**src/rtl/pipe_ctrl_pkg.sv**
```systemverilog
// Shared encodings for the forwarding/hazard controller: mux selects,
// FSM states and the per-stage shadow record.
package pipe_ctrl_pkg;

  localparam logic [2:0] SEL_RF    = 3'd0;
  localparam logic [2:0] SEL_EXMEM = 3'd1;
  localparam logic [2:0] SEL_MEMWB = 3'd2;

  typedef enum logic {
    RUN    = 1'b0,
    BUBBLE = 1'b1
  } ctrlState_t;

  typedef struct packed {
    logic       valid;
    logic [4:0] rd;
    logic       regwrite;
    logic       memread;
  } stageRec_t;

  localparam stageRec_t EMPTY_REC = '{valid: 1'b0, rd: 5'd0, regwrite: 1'b0, memread: 1'b0};

  // True when the stage will write a non-zero register equal to src.
  function automatic logic writesReg(input stageRec_t rec, input logic [4:0] src);
    return rec.valid && rec.regwrite && (rec.rd != 5'd0) && (rec.rd == src);
  endfunction

endpackage

```
**src/rtl/fwd_compare.sv**
```systemverilog
// Picks the ALU operand source for one ID source register; the younger
// producer (EX) wins over the older one (MEM).
module fwd_compare
  import pipe_ctrl_pkg::*;
(
  input  logic [4:0] src,
  input  logic       useSrc,
  input  stageRec_t  exRec,
  input  stageRec_t  memRec,
  output logic [2:0] sel
);

  always_comb begin
    sel = SEL_RF;
    if (useSrc) begin
      if (writesReg(exRec, src)) begin
        sel = SEL_EXMEM;
      end else if (writesReg(memRec, src)) begin
        sel = SEL_MEMWB;
      end
    end
  end

endmodule

```
**src/rtl/fwd_hazard_ctrl.sv**
```systemverilog
// Forwarding-select and load-use stall controller for a 5-stage pipeline.
// State | meaning
// RUN    | normal issue; a load-use hit stalls IF/ID and bubbles ID/EX
// BUBBLE | the injected bubble is in EX; the held instruction re-issues
module fwd_hazard_ctrl
  import pipe_ctrl_pkg::*;
(
  input  logic        Clk,
  input  logic        Rst,
  input  logic        id_valid,
  input  logic [4:0]  id_rs,
  input  logic [4:0]  id_rt,
  input  logic        id_uses_rs,
  input  logic        id_uses_rt,
  input  logic        id_regwrite,
  input  logic        id_memread,
  input  logic [4:0]  id_rd,
  output logic [2:0]  ForwardA_sel,
  output logic [2:0]  ForwardB_sel,
  output logic        stall,
  output logic        flush_idex,
  output logic [15:0] stall_count
);

  stageRec_t  exRec, memRec, wbRec, idRec;
  ctrlState_t state, stateNext;
  logic       loadUse;
  logic [2:0] selARaw, selBRaw;

  assign idRec = '{valid: id_valid, rd: id_rd,
                   regwrite: id_regwrite & id_valid,
                   memread: id_memread & id_valid};

  fwd_compare uCmpA (
    .src    (id_rs),
    .useSrc (id_valid & id_uses_rs),
    .exRec  (exRec),
    .memRec (memRec),
    .sel    (selARaw)
  );

  fwd_compare uCmpB (
    .src    (id_rt),
    .useSrc (id_valid & id_uses_rt),
    .exRec  (exRec),
    .memRec (memRec),
    .sel    (selBRaw)
  );

  always_comb begin
    loadUse = 1'b0;
    if (id_valid && exRec.valid && exRec.memread && exRec.regwrite && (exRec.rd != 5'd0)) begin
      loadUse = (id_uses_rs && (id_rs == exRec.rd)) || (id_uses_rt && (id_rt == exRec.rd));
    end
  end

  // Rst gates the stall so a reset landing mid-hazard takes effect at once.
  always_comb begin
    stateNext  = state;
    stall      = 1'b0;
    flush_idex = 1'b0;
    case (state)
      RUN: begin
        if (loadUse && !Rst) begin
          stall      = 1'b1;
          flush_idex = 1'b1;
          stateNext  = BUBBLE;
        end
      end
      BUBBLE:  stateNext = RUN;
      default: stateNext = RUN;
    endcase
  end

  always_ff @(posedge Clk) begin
    if (Rst) begin
      state        <= RUN;
      exRec        <= EMPTY_REC;
      memRec       <= EMPTY_REC;
      wbRec        <= EMPTY_REC;
      ForwardA_sel <= SEL_RF;
      ForwardB_sel <= SEL_RF;
      stall_count  <= 16'd0;
    end else begin
      state        <= stateNext;
      exRec        <= flush_idex ? EMPTY_REC : idRec;
      memRec       <= exRec;
      wbRec        <= memRec;
      ForwardA_sel <= flush_idex ? SEL_RF : selARaw;
      ForwardB_sel <= flush_idex ? SEL_RF : selBRaw;
      if (stall && (stall_count != 16'hFFFF)) begin
        stall_count <= stall_count + 16'd1;
      end
    end
  end

endmodule

```
**config.mk**
```make
export PLATFORM = sky130hd
export DESIGN_NAME = fwd_hazard_ctrl
export DESIGN_NICKNAME = d
export VERILOG_FILES = /design/src/rtl/pipe_ctrl_pkg.sv /design/src/rtl/fwd_compare.sv /design/src/rtl/fwd_hazard_ctrl.sv
export SDC_FILE = /design/constraint.sdc
export NUM_CORES = 1
export LEC_CHECK = 0
export CAP_MARGIN = 20
export CORE_MARGIN = 2
export CORE_UTILIZATION = 35
export CTS_CLUSTER_DIAMETER = 40
export DETAILED_ROUTE_END_ITERATION = 6
export SYNTH_ARGS = -nofsm -noshare
export SYNTH_HDL_FRONTEND = slang
export SYNTH_SLANG_ARGS = --single-unit
export TNS_END_PERCENT = 5
```
**constraint.sdc**
```tcl
create_clock -name Clk -period 3.3 [get_ports Clk]
set_clock_uncertainty 0.15 [all_clocks]
set_input_delay 0.99 -clock Clk [delete_from_list [all_inputs] [get_ports Clk]]
set_output_delay 0.99 -clock Clk [all_outputs]
set_load 0.01 [all_outputs]
```
Figure 1. PDN straps and rails (run 1).
Bar = 20 µm. Pins as bars on the die edge. Tap cells in gray.
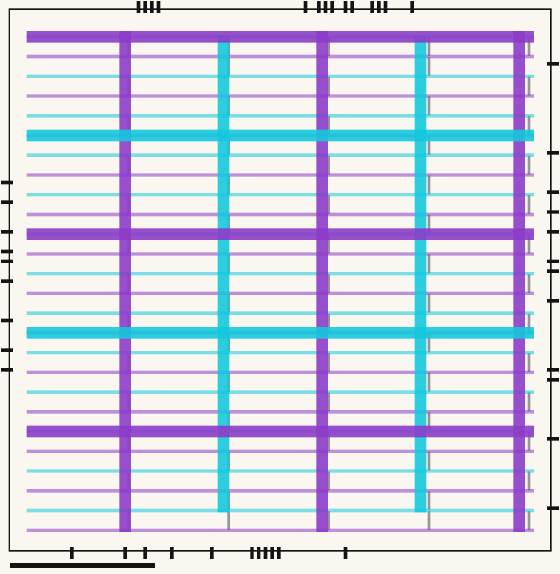
[VSS] purple
[VDD] cyan
rows: 25
tap cells: 67
met4 straps: 5

Figure 2. Cell density map (run 1).
Bar = 20 µm. The die is cut into 7 by 7 equal tiles; white is low, dark blue is high, 0 to 100% covered.
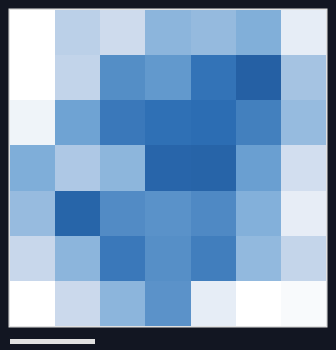
densest ninth of the die: middle
tiles over 75% full: 10%
fullest tile: 81%
nearly empty tiles: 8.2%

Figure 3. Placed standard cells (run 1).
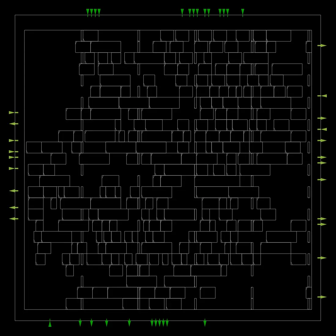
Filler cells: 476
flop count: 36
row cnt: 25
total core area: 4750 µm²
final core utilization: 0.521

Figure 4. Wires at chosen ports, followed through buffers (run 1).
Bar = 20 µm.
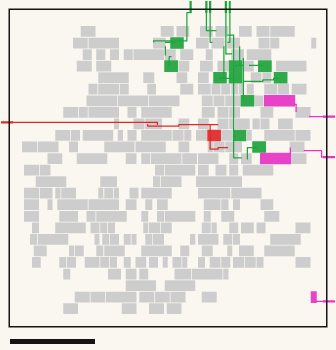
[ForwardA_sel] magenta | bits: 3 | direction: output | edge: right | end cells: 3 | buffers: 2 | wire: 16.1 µm
[id_rt] green | bits: 5 | direction: input | edge: top | end cells: 10 | buffers: 8 | wire: 134 µm
[flush_idex] red | bits: 1 | direction: output | edge: left | end cells: 1 | buffers: 1 | wire: 62.3 µm

==> results.txt, run 1 <==
yosys + openroad results -> status=complete, no violations, total length of routed wires=between 4000 and 5000 µm, cycle use final=0.969, Top-area cell share=0.415, 1st-iter DRT viols=around 47, family with the most delay on the worst path=buffers and inverters, most instantiated logic cells after routing=36 x dfxtp_1, 31 x clkdlybuf4s50_1, 23 x buf_4, Data buffer area share=0.239, Die Y=approximately 74 µm, clock slew at reported path FFs=0.07 ns, bufs w/o clock=around 66, # hold bufs at CTS=0, minimum clock period=3.20 ns, routing usage on met1=0.227, Flop pwr share=0.489, worst r2r src=stall_count[0]$_SDFFE_PP0P_, WL per Instance=12.6 µm, crit path DRT=between 2 and 2.5 ns, Post-synth seq share=0.415, EDFF count, synth=0, Avg Cell Area, Syn=between 9 and 10 µm², Post CTS Setup Buffer Count=5, Post-synth top cells=36 x dfxtp_1, 12 x xnor2_1, 10 x nor2b_1, Comb/total area=0.386, Max Root-Sink Buffers=2, Place WS=-0.556 ns, WHS Path Cells=1, fin worst setup slack=a little over 0.1 ns, GR Overflow Total=0, fin nets=approximately 270, largest family of logic cells by area=simple AND/OR/NAND/NOR gates, Inst Count DP=a little over 300, met2 WL post-DR=about 1800 µm, Worst setup SP type=primary input, critical path class=primary input to output port, HP Start=exRec[7]$_SDFF_PP0_, class of the worst hold path=flip-flop to flip-flop, drc violations=0, setup_tns=0 ns, via count=between 1500 and 2000, CP cell instances=dlygate4sd2_1 > xnor2_1 > nand3_1 > nor2_1 > o21a_2 > buf_6, via-per-instance ratio=about 4.7, DP HPWL=just under 3000 µm, Flop+latch power=between 0.4 and 0.5 mW, Yosys Instances=around 190, Worst path max stage delay=0.27 ns, Reg area=between 700 and 800 µm², combinational power share=0.092, instance count of the mapped netlist=between 150 and 200, Insertion Delay late pin=between 0.2 and 0.3 ns, most used logic cell in the final layout=dfxtp_1
Figure 5. Sequential cells grouped by signal name (run 1).
Bar = 20 µm. Other sequential cells in the stronger gray, the rest of the logic in the fainter gray.
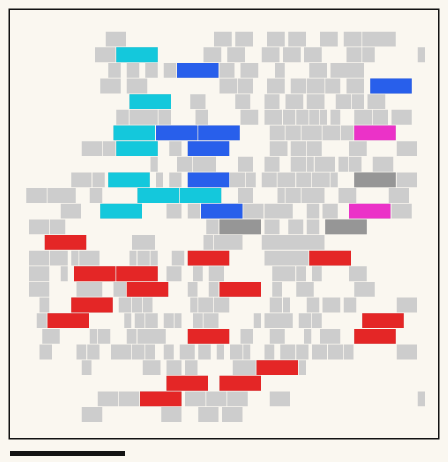

==> run 1 -> run 2 <==
--- a/config.mk
+++ b/config.mk
@@ -6,10 +6,12 @@
 export NUM_CORES = 1
 export LEC_CHECK = 0
 export CAP_MARGIN = 20
+export CORE_ASPECT_RATIO = 1.4
 export CORE_MARGIN = 2
 export CORE_UTILIZATION = 35
 export CTS_CLUSTER_DIAMETER = 40
 export DETAILED_ROUTE_END_ITERATION = 6
+export SLEW_MARGIN = 30
 export SYNTH_ARGS = -nofsm -noshare
 export SYNTH_HDL_FRONTEND = slang
 export SYNTH_SLANG_ARGS = --single-unit
Figure 6. Sequential cells grouped by signal name (run 2).
Bar = 20 µm. Other sequential cells in the stronger gray, the rest of the logic in the fainter gray.
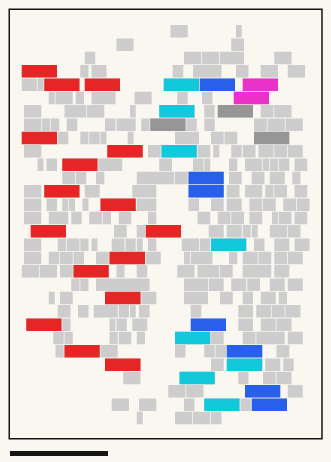
[ForwardA_sel] magenta | sequential cells: 2
[stall_count] red | sequential cells: 16
[memRec] blue | sequential cells: 7
[exRec] cyan | sequential cells: 8
not colored: 3

Figure 7. Wires at chosen ports, followed through buffers (run 2).
Bar = 20 µm.
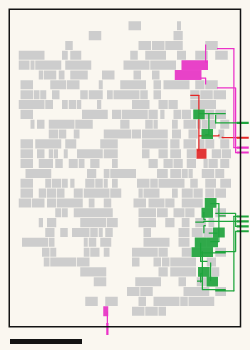
I/O pin total: 46
IO buf count: 43

==> results.txt, run 2 <==
yosys + openroad results -> status=complete, no violations, HP Start=exRec[7]$_SDFF_PP0_, final core utilization=0.540 (+0.0188), Top-area cell share=0.415 (unchanged), CP cell instances=clkdlybuf4s50_1 > nand2b_4 > nor3_4 > o21a_1 > buf_2, Comb/total area=0.371 (-0.0154), Yosys Instances=186 (unchanged), Syn Std Cell Area=1740 µm², flop count=36 (unchanged), largest family of logic cells by area=simple AND/OR/NAND/NOR gates, Data buffer area share=0.267 (+0.0279), routing usage on met1=0.172 (-0.0544), Insertion Delay late pin=0.29 ns (about the same), WHS Path Cells=1 (unchanged), 1st-iter DRT viols=26 (-45%), RD Place Congestion=0.746, Post CTS Setup Buffer Count=12 (+7), RR Endpoint=ForwardB_sel[1]$_SDFF_PP0_, Filler cells=483 (+1.5%), combinational power share=0.108 (+0.016), total length of routed wires=4520 µm (+12%), critical path class=primary input to output port, DP HPWL=3140 µm (+5.9%), Inst Count DP=306 (unchanged), drc violations=0 (unchanged), fin worst setup slack=0.0335 ns (-0.0694 ns), Critical Path Source=Rst, worst r2r src=exRec[5]$_SDFF_PP0_, fin nets=288 (+5.1%), non-filler instance count after layout=~330, xor+xnor area frac=0.106, CTS Buf Count=5, class of the worst hold path=flip-flop to flip-flop, clock slew at reported path FFs=0.07 ns (about the same), family with the most delay on the worst path=buffers and inverters, row cnt=30 (+20%), WL per Instance=13.7 µm (+8.7%), cycle use final=0.990 (+0.0210), Basic Gates by Area=0.270, Final Hold Vio Count=0, Flop+latch power=0.451 mW (about the same), Post-synth top cells=36 x dfxtp_1, 12 x xnor2_1, 10 x nor2b_1, EDFF count, synth=0 (unchanged), vias in the first global route=1565, Int Power=roughly 0.77 mW, Post-synth seq share=0.415 (unchanged), n_diodes=0, inverters=3, via-per-instance ratio=4.88 (+2.9%), Place WS=-0.541 ns (+0.0154 ns), met2 WL post-DR=2400 µm (+36%), most used logic cell in the final layout=buf_4, Die Y=87.3 µm (+17%), minimum clock period=3.27 ns (+0.0694 ns), crit path DRT=2.16 ns (about the same), Die ar.=approximately 5500 µm², Worst setup SP type=primary input, # hold bufs at CTS=0 (unchanged), instance count of the mapped netlist=186 (unchanged), uppermost layer routed=met4, total core area=4800 µm² (+1.1%), Setup crit end=stall, most instantiated logic cells after routing=37 x buf_4, 36 x dfxtp_1, 31 x clkdlybuf4s50_1, clock power share=0.431, final setup vio count=0, bufs w/o clock=80 (+21%), Max Root-Sink Buffers=2 (unchanged), setup_tns=0 ns (unchanged), R2R setup slack=0.63 ns, via count=1610 (+6.4%), fp_density=0.361, GR Overflow Total=0 (unchanged), ClkCell Share=0.0487, Worst path max stage delay=0.42 ns (+0.15 ns), Reg area=721 µm² (unchanged), Flop pwr share=0.461 (-0.028), Leakage=1.01 nW, Avg Cell Area, Syn=9.33 µm² (unchanged)
Figure 8. Cell density map (run 2).
Bar = 20 µm. The die is cut into 6 by 9 equal tiles; white is low, dark blue is high, 0 to 100% covered.
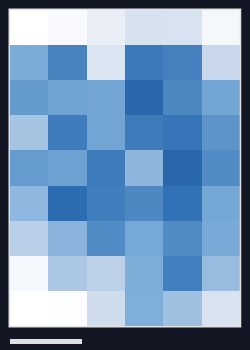
nearly empty tiles: 5.6%
tiles over 75% full: 5.6%
mean over tiles: 45%
fullest tile: 78%
emptiest ninth of the die: bottom left
densest ninth of the die: right middle

Figure 9. PDN straps and rails (run 2).
Bar = 20 µm. Pins as bars on the die edge. Tap cells in gray.
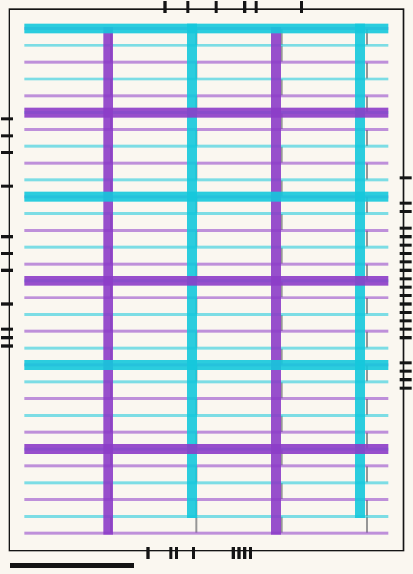

==> run 2 -> run 3 <==
==> constraint.sdc (replaced) <==
create_clock -name Clk -period 3.1 [get_ports Clk]
set_clock_uncertainty 0.15 [all_clocks]
set_input_delay 0.93 -clock Clk [delete_from_list [all_inputs] [get_ports Clk]]
set_output_delay 0.93 -clock Clk [all_outputs]
set_load 0.01 [all_outputs]
Figure 10. PDN straps and rails (run 3).
Bar = 20 µm. Pins as bars on the die edge. Tap cells in gray.
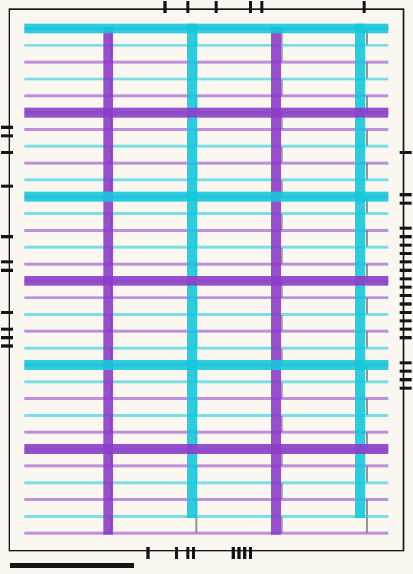
[VDD] cyan
[VSS] purple
met4 straps: 4
rows: 30
tap cells: 64
met5 straps: 6

Figure 11. Wires at chosen ports, followed through buffers (run 3).
Bar = 20 µm.
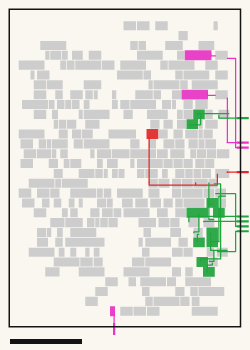
[id_rt] green | bits: 5 | direction: input | edge: right | end cells: 10 | buffers: 8 | wire: 158 µm
[flush_idex] red | bits: 1 | direction: output | edge: right | end cells: 1 | buffers: 1 | wire: 39.0 µm
[ForwardA_sel] magenta | bits: 3 | direction: output | edge: 2 right, 1 bottom | end cells: 3 | buffers: 2 | wire: 51.6 µm

==> results.txt, run 3 <==
yosys + openroad results -> status=complete, no violations, Insertion Delay late pin=0.28 ns (about the same), bufs w/o clock=82 (+2.5%), Syn Std Cell Area=1740 µm² (unchanged), row cnt=30 (unchanged), inverters=3 (unchanged), Flop+latch power=0.478 mW (+6.0%), Flop pwr share=0.481 (+0.020), Setup crit end=stall, clock slew at reported path FFs=0.07 ns (about the same), non-filler instance count after layout=333 (+0.91%), Filler cells=476 (-1.4%), HP Start=exRec[7]$_SDFF_PP0_, Leakage=1.02 nW (+0.71%), setup_tns=0 ns (unchanged), fin worst setup slack=0.00774 ns (-0.0258 ns), Post CTS Setup Buffer Count=15 (+3), RR Endpoint=ForwardA_sel[1]$_SDFF_PP0_, Critical Path Source=id_rs[1], I/O pin total=46 (unchanged), clock power share=0.404 (-0.027), Top-area cell share=0.415 (unchanged), crit path DRT=2.02 ns (-0.14 ns), P per Cell Area=between 300 and 400 nW/µm², # hold bufs at CTS=0 (unchanged), WL per Instance=13.9 µm (+1.3%), fp_density=0.361 (unchanged), total length of routed wires=4620 µm (+2.2%), IO buf count=43 (unchanged), total core area=4800 µm² (unchanged), R2R setup slack=0.47 ns (-0.16 ns), GR Overflow Total=0 (unchanged), DP HPWL=3190 µm (+1.7%), Post-synth top cells=36 x dfxtp_1, 12 x xnor2_1, 10 x nor2b_1, flop count=36 (unchanged), peak fanout along the critical path=3, Data buffer area share=0.273 (+0.00604), instance count of the mapped netlist=186 (unchanged), Place WS=-0.562 ns (-0.0214 ns), Int Power=0.778 mW (+0.51%), via count=1663 (+3.3%), Comb/total area=0.379 (+0.00824), routing usage on met1=0.179 (+0.00678), Worst setup SP type=primary input, Clk power=0.401 mW, via-per-instance ratio=4.99 (+2.4%), most instantiated logic cells after routing=37 x buf_4, 36 x dfxtp_1, 30 x clkdlybuf4s50_1, Inst Count DP=308 (+0.65%), Adder Share, Synth=0.00721, Worst Hold Path EP=memRec[7]$_SDFF_PP0_, final setup vio count=0 (unchanged), largest power group=registers, Max Root-Sink Buffers=2 (unchanged), combinational power share=0.116 (+0.008), Yosys Instances=186 (unchanged), Post-synth seq share=0.415 (unchanged), Die ar.=5550 µm² (unchanged), xor+xnor area frac=0.106 (unchanged), n_diodes=0 (unchanged), drc violations=0 (unchanged), EDFF count, synth=0 (unchanged), class of the worst hold path=flip-flop to flip-flop, 1st-iter DRT viols=52 (+100%), family with the most delay on the worst path=buffers and inverters, most used logic cell in the final layout=buf_4, minimum clock period=3.09 ns, cycle use final=0.998, CP cell instances=dlygate4sd2_1 > xnor2_1 > nand3_1 > nor2_2 > o21a_2 > buf_6, critical path class=primary input to output port, final core utilization=0.551 (+0.0109), ClkCell Share=0.0407 (-0.00806), CTS Buf Count=5 (unchanged), Basic Gates by Area=0.270 (unchanged), share of post-route cells with drive strength above 1=0.264, WHS Path Cells=1 (unchanged), Die Y=87.3 µm (unchanged), vias in the first global route=1531 (-2.2%), uppermost layer routed=met4, met2 WL post-DR=2380 µm (-0.87%), Final Hold Vio Count=0 (unchanged), worst r2r src=exRec[5]$_SDFF_PP0_, largest family of logic cells by area=simple AND/OR/NAND/NOR gates, fin nets=291 (+1.0%)
Figure 12. Sequential cells grouped by signal name (run 3).
Bar = 20 µm. Other sequential cells in the stronger gray, the rest of the logic in the fainter gray.
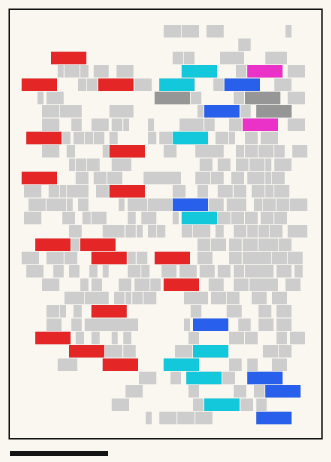
flop share of the area: 0.272
Reg area: 721 µm²

No activity file was given, so power comes from the tool's default toggle rates.
